==> run_1/layer_met1.png <==
The bar under the picture is 50 um long. Cells faint in the background.
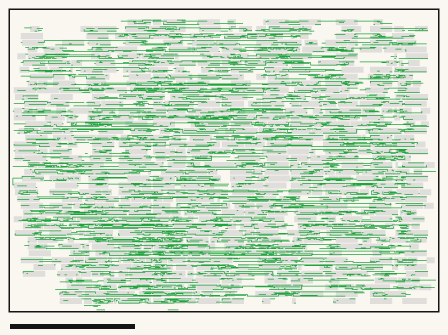
==> run_1/layer_met2.png <==
The bar under the picture is 50 um long. Cells faint in the background.
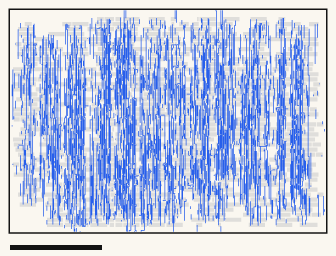
==> run_1/layer_met3.png <==
The bar under the picture is 50 um long. Cells faint in the background.
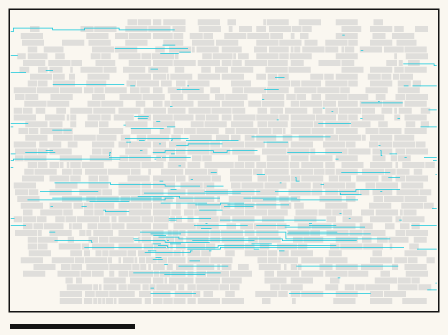
## config.mk

```make
export PLATFORM = sky130hd
export DESIGN_NAME = fft_bitrev_reorder
export DESIGN_NICKNAME = d
export VERILOG_FILES = /design/src/rtl/fft_bitrev_reorder.sv
export SDC_FILE = /design/constraint.sdc
export NUM_CORES = 1
export LEC_CHECK = 0
export CORE_ASPECT_RATIO = 0.7
export CORE_UTILIZATION = 62
export DETAILED_ROUTE_END_ITERATION = 8
export GPL_TIMING_DRIVEN = 0
export PLACE_DENSITY_LB_ADDON = 0.15
export REMOVE_ABC_BUFFERS = 1
export SETUP_SLACK_MARGIN = 0.4
export SYNTH_ARGS = -nofsm -noshare
export SYNTH_HDL_FRONTEND = slang
export SYNTH_SLANG_ARGS = --single-unit
```

## constraint.sdc

```tcl
create_clock -name clk -period 2.6 [get_ports clk]
set_clock_uncertainty 0.2 [all_clocks]
set_input_delay 0.39 -clock clk [delete_from_list [all_inputs] [get_ports clk]]
set_output_delay 0.39 -clock clk [all_outputs]
set_load 0.02 [all_outputs]
```

## src/rtl/fft_bitrev_reorder.sv

```systemverilog
// Reorders bit-reversed FFT output frames into natural order using a ping-pong
// pair of N-entry register banks: one bank is filled while the other drains.
module fft_bitrev_reorder #(
  parameter int W    = 8,
  parameter int LOGN = 3
) (
  input  logic         clk,
  input  logic         clear,
  input  logic         in_valid,
  input  logic [W-1:0] in_r,
  input  logic [W-1:0] in_im,
  output logic         in_ready,
  output logic         out_valid,
  input  logic         out_ready,
  output logic [W-1:0] out_r,
  output logic [W-1:0] out_im,
  output logic         out_last,
  output logic         overflow
);

  localparam int N = 1 << LOGN;
  localparam logic [LOGN-1:0] LAST_IDX = LOGN'(N - 1);

  // Handshake: a transfer happens on a rising edge where valid & ready are both
  // high. in_ready is status only; a write while in_ready is low is dropped and
  // flagged in overflow. out_* hold stable while out_valid & ~out_ready.

  logic [2*W-1:0]  mem [2][N];
  logic            wbank;
  logic            rbank;
  logic [LOGN-1:0] wcnt;
  logic [LOGN-1:0] rcnt;
  logic [1:0]      full;
  logic [1:0]      full_nxt;
  logic            overflow_q;

  logic            wr_fire;
  logic            rd_fire;
  logic            wr_done;
  logic            rd_done;
  logic [LOGN-1:0] wr_addr;
  logic [2*W-1:0]  rd_word;

  function automatic logic [LOGN-1:0] bitrev(input logic [LOGN-1:0] k);
    logic [LOGN-1:0] r;
    for (int i = 0; i < LOGN; i++) begin
      r[i] = k[LOGN-1-i];
    end
    return r;
  endfunction

  assign in_ready  = ~full[wbank];
  assign out_valid = full[rbank];

  assign wr_fire = in_valid & in_ready;
  assign rd_fire = out_valid & out_ready;
  assign wr_done = wr_fire & (wcnt == LAST_IDX);
  assign rd_done = rd_fire & (rcnt == LAST_IDX);
  assign wr_addr = bitrev(wcnt);

  assign rd_word  = mem[rbank][rcnt];
  assign out_r    = rd_word[2*W-1:W];
  assign out_im   = rd_word[W-1:0];
  assign out_last = out_valid & (rcnt == LAST_IDX);
  assign overflow = overflow_q;

  // Write and read always target different banks, so both updates can land in
  // the same cycle without conflict.
  always_comb begin
    full_nxt = full;
    if (wr_done) full_nxt[wbank] = 1'b1;
    if (rd_done) full_nxt[rbank] = 1'b0;
  end

  always_ff @(posedge clk or negedge clear) begin
    if (!clear) begin
      for (int b = 0; b < 2; b++) begin
        for (int i = 0; i < N; i++) begin
          mem[b][i] <= '0;
        end
      end
    end else if (wr_fire) begin
      mem[wbank][wr_addr] <= {in_r, in_im};
    end
  end

  always_ff @(posedge clk or negedge clear) begin
    if (!clear) begin
      wbank      <= 1'b0;
      rbank      <= 1'b0;
      wcnt       <= '0;
      rcnt       <= '0;
      full       <= 2'b00;
      overflow_q <= 1'b0;
    end else begin
      full <= full_nxt;
      if (wr_fire) begin
        wcnt <= wcnt + LOGN'(1);
        if (wr_done) wbank <= ~wbank;
      end
      if (in_valid & ~in_ready) overflow_q <= 1'b1;
      if (rd_fire) begin
        rcnt <= rcnt + LOGN'(1);
        if (rd_done) rbank <= ~rbank;
      end
    end
  end

endmodule

```

==> flow_summary_export.csv, run 1 <==
group,metric,value,unit
synth,synth.largest_area_cell,"dfrtp_1",
worst_setup_path,crit_top_cell,"buf_6",
final_timing,whs,0.06107,ns
synth,netlist.area_leader.share,53.70,%
drt,via_per_inst,6.398,
placed_design,dpl.cell_count,1008,
pwr,maxPowerGroup,"combinational logic",
final_timing,worstMarginPinSlew,0.7289,ns
drt,drt_pass1_iterations,4,
synth,netlist_instances,762,
global_routing,grt_busiest_layer,"met2",
placed_design,postPlaceCellArea,0.01301,sq mm
floorplanning,rows,42,
run,maxCapViolations,0,
synth,synth_flops,267,
finish,final_nets,850,
cts,clk_pin_slew,0.06,ns
outcome,violations,"setup timing",
global_routing,antenna_found_initial,0,
cts,cts_buffers,26,
pwr,internal_power,0.01334,W
synth,edf_count,0,
worst_setup_path,end_kind,"primary output",
pwr,ir_drop,0.0009947,V
run,openroad.warnings,35,
final_timing,setup_ws,-0.3440,ns
pwr,pg_comb,0.00891,W
synth,ys_area,0.01244,sq mm
final_timing,finalSetupViolations,17,
drt,wl_per_cell,28.45,um
cts,cts_sinks,267,
outcome,status,"complete, but fails checks",
global_routing,grt_pass1_vias,7855,
global_routing,grt_pass1_wl,46890,um
pwr,p_clk,0.00363,W
synth,syn_area,0.01244,sq mm
pwr,p_per_area,1332,mW/mm^2
drt,drc,0,
Notes on layer_met1.png above:
- longest straight run: 61.6 um
- share of all routed wire: 40%
- nets with wire on the layer: 802
- wire length on this layer: 12500 um
- main direction: horizontal
M1 GR Usage: 41.65%
vias after detailed routing: 7051
final wirelength: 31350 um

Notes on layer_met2.png above:
- nets with wire on the layer: 802
- wire length on this layer: 15600 um
- main direction: vertical
met2 Usage GRT: 52.54%

Notes on layer_met3.png above:
- share of all routed wire: 6.5%
- longest straight run: 73.4 um
- main direction: horizontal
- nets with wire on the layer: 73
- wire length on this layer: 2030 um
grt met3 use: 5.565%

[run 1: sequential cells by signal (all words and copies together), names as in the netlist]
| signal | cells |
|---|---|
| full | 2 |
| rcnt | 3 |
| rbank | 1 |
| overflow | 1 |
| mem | 256 |
| wcnt | 3 |
| wbank | 1 |
[run 1: metrics by stage]
step	setup TNS [ns]	power, W	setup WS, ns
final	-4.711	0.01984	-0.3440
after global routing	-5.749	0.02072	-0.4124
after CTS	-4.449	0.01931	-0.3086
after detailed placement	-118.74	0.01452	-0.8484
after global placement	-2707.32	0.01372	-9.464
after floorplan	-34.48	0.01213	-1.621
[run 1: cells by family after synthesis]
group                    synth area share (%)
multiplexers                            37.33
flip-flops                              53.70
buffers and inverters                   3.228
AND/OR/NAND/NOR                         2.584
AND-OR/OR-AND                           2.212
adder cells (fa/ha/maj)                0.8045
XOR/XNOR                               0.1408
[run 1: cell usage in the layout (no fill, tap or decap), types with 6 or more instances in the layout]
master,instances
a22oi_1,12
a22oi_2,20
buf_12,18
buf_16,14
buf_2,6
buf_4,14
buf_6,16
buf_8,6
clkbuf_1,6
clkbuf_16,28
clkbuf_8,7
clkdlybuf4s50_1,18
dfrtp_1,262
mux2_2,191
mux2_4,69
mux4_2,64
nand2_1,20
[run 1: routing by layer]
metal | vias up | routed length (um)
li1 | 2964 | -
met1 | 3756 | 12460
met2 | 235 | 15570
met3 | 96 | 2032
met4 | 0 | 1290
met5 | - | 0
[run 1: worst paths after layout]
check / start / endpoint / slack, ns / cells past startpoint
setup / recovery: rbank$_DFFE_PN0P_ / out_r[1] / -0.34 / 7
hold / removal: clear / mem[30]$_DFFE_PN0P_ / 0.06 / 2
setup reg to reg: wcnt[0]$_DFFE_PN0P_ / mem[90]$_DFFE_PN0P_ / 0.39 / 5
hold reg to reg: mem[251]$_DFFE_PN0P_ / mem[251]$_DFFE_PN0P_ / 0.30 / 1
max in group asynchronous: clear / rcnt[0]$_DFFE_PN0P_ / 1.22 / 3
min in group clk: mem[251]$_DFFE_PN0P_ / mem[251]$_DFFE_PN0P_ / 0.30 / 1
[run 1: worst max-delay path: cells and delay by family, from the launching register on]
kind,cells,cell delay [ns]
and+or+nand+nor,1,0.09
muxes,1,0.54
AOI/OAI and AO/OA,1,0.16
DFF,1,0.49
buffers and inverters,4,0.52
[run 1: final cells by class]
| type | count | area, sq um | share of cell area [%] |
|---|---|---|---|
| clock inverter | 4 | 20.02 | 0.1344 |
| inverter | 4 | 15.01 | 0.1008 |
| timing repair buffer | 96 | 1408 | 9.447 |
| multi-input combinational | 427 | 5639 | 37.85 |
| sequential | 267 | 6693 | 44.92 |
| tap | 264 | 330.3 | 2.217 |
| clock buffer | 40 | 794.5 | 5.333 |
[run 1: what timing repair did]
item | in CTS | in global routing
endpoints found under the hold margin | 267 | 0
buffers inserted | 30 | 8
gates cloned | 8 | 3
hold buffers | 1 | 0
resized | 153 | 26
setup endpoints to repair | 271 | 107
pin swaps | 31 | 13
==> run 2, diff against run 1 <==
Settings changed: CORE_UTILIZATION 62 to 55, SKIP_LAST_GASP from default to 1.
==> run_2/layer_met4.png <==
The bar under the picture is 50 um long.
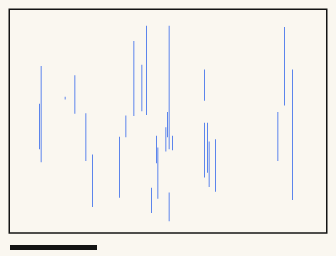
- nets with wire on the layer: 19
- wire length on this layer: 792 um
- share of all routed wire: 2.5%
vias after detailed routing: 7044
final wirelength: 31270 um

==> run 2 against run 1 <==
Compared with the run above: the flow still finishes with violations (setup timing); clock power grew 4%; largest power group unchanged; wire length shrank 0.28%; design area grew 0.81%; largest cell class unchanged.
==> flow_summary_export.csv, run 2 <==
group,metric,value,unit
outcome,status,"complete, but fails checks",
outcome,violations,"setup timing",
finish,final_nets,850,
cts,cts_sinks,267,
synth,edf_count,0,
cts,clk_pin_slew,0.07,ns
synth,simple_gate_share,2.584,%
final_timing,finalSetupViolations,18,
synth,syn_area,0.01244,sq mm
worst_setup_path,r2r_end,"mem[122]$_DFFE_PN0P_",
drt,drt_pass1_iterations,4,
cts,cts_buffers,26,
pwr,p_per_area,1329,mW/mm^2
finish,mostFrequentLayoutCells,"dfrtp_1, mux2_2, mux2_4",
synth,ys_sh_xor,0.1408,%
final_timing,setup_ws,-0.3289,ns
finish,largest_reg_flops,256,
worst_setup_path,end_kind,"primary output",
pwr,ir_drop,0.0007078,V
synth,netlist_instances,762,
drt,drc,0,
finish,lay_top_count,"dfrtp_1",
worst_setup_path,ff2ff_setup_slack,0.41,ns
placed_design,dpl.cell_count,1026,
finish,largestRegisters,"mem x256, rcnt x3, wcnt x3",
run,openroad.warnings,33,
final_timing,worstMarginPinSlew,0.7353,ns
synth,netlist.area_leader.share,53.70,%
final_timing,whs,0.1694,ns
synth,ys_area,0.01244,sq mm
floorplanning,rows,45,
worst_setup_path,crit_top_cell,"buf_6",
synth,yosysMostFrequentCell,"dfrtp_1",
drt,via_per_inst,6.284,
worst_setup_path,path_buffers,4,
synth,synth.largest_area_cell,"dfrtp_1",
synth,mux_share,37.33,%
==> run_2/congestion.png <==
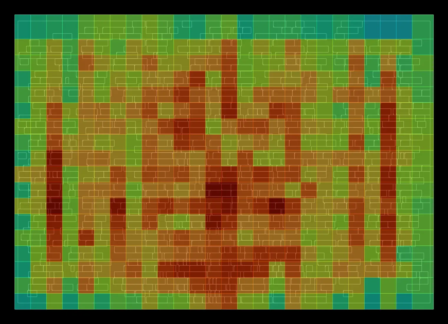
WL/cell: 27.89 um
final core utilization: 68.57%

run 2: cell counts after synthesis:
Identical to the previous run, type by type.
run 2: power by group:
group          switching (W)  internal [W]
registers            0.00114       0.00606
logic                0.00372       0.00527
clock network        0.00154       0.00222
total                0.00641        0.0135
run 2: layout make-up:
| type | count | area [sq um] | area share, % |
|---|---|---|---|
| clock inverters | 3 | 40.04 | 0.2666 |
| clock buffers | 42 | 812.0 | 5.407 |
| repair buffers | 97 | 1474 | 9.813 |
| flip-flops and latches | 267 | 6693 | 44.56 |
| inverters | 4 | 15.01 | 0.09997 |
| well taps | 282 | 352.8 | 2.349 |
| multi-input cells | 426 | 5633 | 37.50 |
run 2: cell families (layout without fill, tap and decap cells):
kind of cell               Yosys count  after routing
buffers and inverters               70            146
adders and majority gates            8              8
DFF                                267            267
xor gates and xnor gates             2              2
and+or+nand+nor                     52             53
AOI/OAI and AO/OA                   37             37
muxes                              326            326
run 2: metrics by stage:
stage	util [%]	power (W)	worst slack [ns]	instance area [sq um]	setup TNS, ns
final	68.57	0.01996	-0.3289	15020	-4.744
after global routing	68.57	0.02091	-0.3717	15020	-5.756
after CTS	67.32	0.01951	-0.3254	14740	-4.643
after detailed placement	59.70	0.01459	-0.8090	13080	-108.67
after global placement	58.43	0.01375	-9.435	12800	-2711.85
after floorplan	-	0.01213	-1.621	12060	-34.48
run 2: how the worst max path moves through the flow:
| stage | slack, ns | depth (start not counted) | startpoint | to |
|---|---|---|---|---|
| finish | -0.33 | 7 | rbank$_DFFE_PN0P_ | out_r[3] |
| floorplan | -1.62 | 3 | rbank$_DFFE_PN0P_ | out_im[0] |
| global route | -0.37 | 7 | rbank$_DFFE_PN0P_ | out_r[0] |
| detailed placement | -0.81 | 4 | in_valid | mem[226]$_DFFE_PN0P_ |
| global placement | -9.44 | 1 | clear | mem[218]$_DFFE_PN0P_ |
| CTS | -0.33 | 7 | rbank$_DFFE_PN0P_ | out_r[1] |
run 2: what timing repair did:
item                       CTS  global route
buffers inserted            34             7
pin swaps                   31            23
hold buffers                 1             0
setup endpoints to repair  273           191
cloned                       7             1
hold endpoints to repair    50             0
resized                    141            37
run 2: metal layers:
| layer | share of wire (%) | up-vias | GRT usage [%] |
|---|---|---|---|
| met4 | 2.5 | 2 | 7.677 |
| met1 | 43 | 3818 | 37.98 |
| li1 | - | 2960 | - |
| met2 | 49 | 202 | 47.29 |
| met3 | 5.0 | 62 | 4.517 |
| met5 | 0.038 | - | 0 |
run 2: worst reg2reg max path: cells and delay by family (launching register included):
kind,cells,cell delay (ns)
AND/OR/NAND/NOR,2,0.59
flip-flops,1,0.44
buffers and inverters,2,0.35
multiplexers,1,0.31
adder cells (fa/ha/maj),1,0.19
==> run 3, diff against run 2 <==
Settings changed: HOLD_SLACK_MARGIN from default to 0.1, SETUP_SLACK_MARGIN 0.4 to default.
==> run_3/layer_met4.png <==
The bar under the picture is 50 um long.
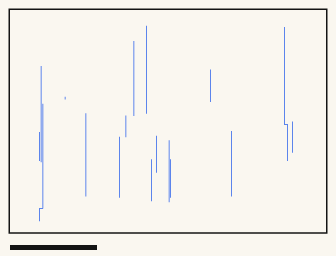
- main direction: vertical
- nets with wire on the layer: 11
- wire length on this layer: 584 um
- share of all routed wire: 2.0%
final wirelength: 29590 um
vias after detailed routing: 6862

==> run 3 against run 2 <==
Compared with the run above: the run still ends with setup timing left; maximum frequency rose by 2.3%; synthesized cell count did not move; non-clock buffer count fell by 28; setup slack improved by 0.065 ns; via count fell by 2.6%; flip-flop count did not move; wire length fell by 5.4%; critical path depth fell by 1; design area fell by 4.0%; largest cell class unchanged.
==> flow_summary_export.csv, run 3 <==
group,metric,value,unit
outcome,status,"complete, but fails checks",
outcome,violations,"setup timing",
placed_design,pre_cts_ws,-0.8090,ns
synth,syn_area,0.01244,sq mm
cts,cts_sinks,267,
synth,synth.largest_area_cell,"dfrtp_1",
synth,edf_count,0,
finish,final_nets,821,
cts,clk_pin_slew,0.07,ns
drt,via_per_inst,6.284,
synth,netlist_instances,762,
cts,cts_buffers,26,
final_timing,finalSetupViolations,17,
final_timing,setup_ws,-0.2640,ns
run,openroad.warnings,33,
synth,netlist.area_leader.share,53.70,%
floorplanning,rows,45,
drt,drc,0,
drt,drt_pass1_iterations,4,
synth,ys_area,0.01244,sq mm
finish,mostFrequentLayoutCells,"dfrtp_1, mux2_2, mux2_4",
finish,largest_reg_flops,256,
finish,largestRegisters,"mem x256, rcnt x3, wcnt x3",
finish,lay_top_count,"dfrtp_1",
worst_setup_path,end_kind,"primary output",
==> run_3/congestion.png <==
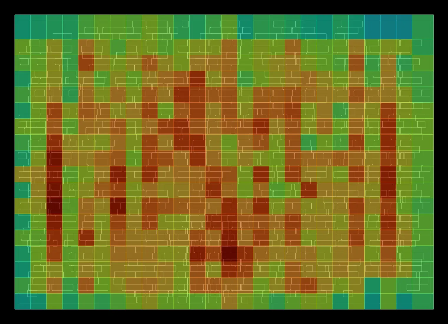
Tot GR Track Use: 27.22%
M1 GR Usage: 38.49%

run 3: logic make-up after synthesis:
family | count (synthesis) | synth area share (%)
fa+ha+maj | 8 | 0.8045
simple gates | 52 | 2.584
mux | 326 | 37.33
buf+inv | 70 | 3.228
xor+xnor | 2 | 0.1408
flops | 267 | 53.70
compound gates | 37 | 2.212
run 3: cell type report:
type                    count  area, sq um  share of cell area, %
clock buffers              42        812.0                  5.632
multi-input cells         425         5510                  38.22
flip-flops and latches    267         6690                  46.40
repair buffers             69        997.2                  6.917
clock inverters             3        40.04                 0.2777
inverters                   4        15.01                 0.1041
well taps                 282        352.8                  2.447
run 3: metrics by stage:
stage / setup TNS, ns / hold WS, ns / utilization, % / cell area (sq um)
after global placement: -2711.85 / 0.2570 / 58.43 / 12800
after detailed placement: -108.67 / 0.1348 / 59.70 / 13080
after CTS: -4.675 / 0.1857 / 65.61 / 14370
final: -3.641 / 0.1715 / 65.83 / 14420
after floorplan: -34.48 / -0.1056 / - / 12060
after global routing: -4.939 / 0.2211 / 65.83 / 14420
run 3: metal layers:
metal	up-vias	global-route usage (%)	routed length (um)
met5	-	0	12
met4	2	6.181	583
met3	46	3.011	1092
met2	146	45.97	14720
met1	3757	38.49	13190
li1	2911	-	-
run 3: power breakdown:
part           switching, W  internal, W
logic               0.00349      0.00492
registers           0.00112      0.00606
clock network       0.00152      0.00222
total               0.00613       0.0132
run 3: final timing paths:
check	start	to	slack, ns	cells after the start
max	rbank$_DFFE_PN0P_	out_r[3]	-0.26	6
min	clear	mem[190]$_DFFE_PN0P_	0.17	2
max reg2reg	wcnt[0]$_DFFE_PN0P_	mem[88]$_DFFE_PN0P_	0.16	5
min reg2reg	overflow$_DFFE_PN0P_	overflow$_DFFE_PN0P_	0.28	1
max in group asynchronous	clear	mem[213]$_DFFE_PN0P_	1.01	3
min in group clk	overflow$_DFFE_PN0P_	overflow$_DFFE_PN0P_	0.28	1
run 3: what timing repair did:
action,in CTS,in global routing
gates resized,119,21
buffers inserted,12,4
cloned,7,0
hold buffers,1,0
setup endpoints to repair,121,57
hold endpoints to repair,135,0
pin swaps,22,11
run 3: critical path, delay by kind of cell (launching register included):
kind,cells,cell delay (ns)
mux,1,0.51
flops,1,0.46
buf+inv,3,0.47
simple gates,1,0.11
compound gates,1,0.19
Power figures rest on the tool's default switching activity, not on a simulated workload.
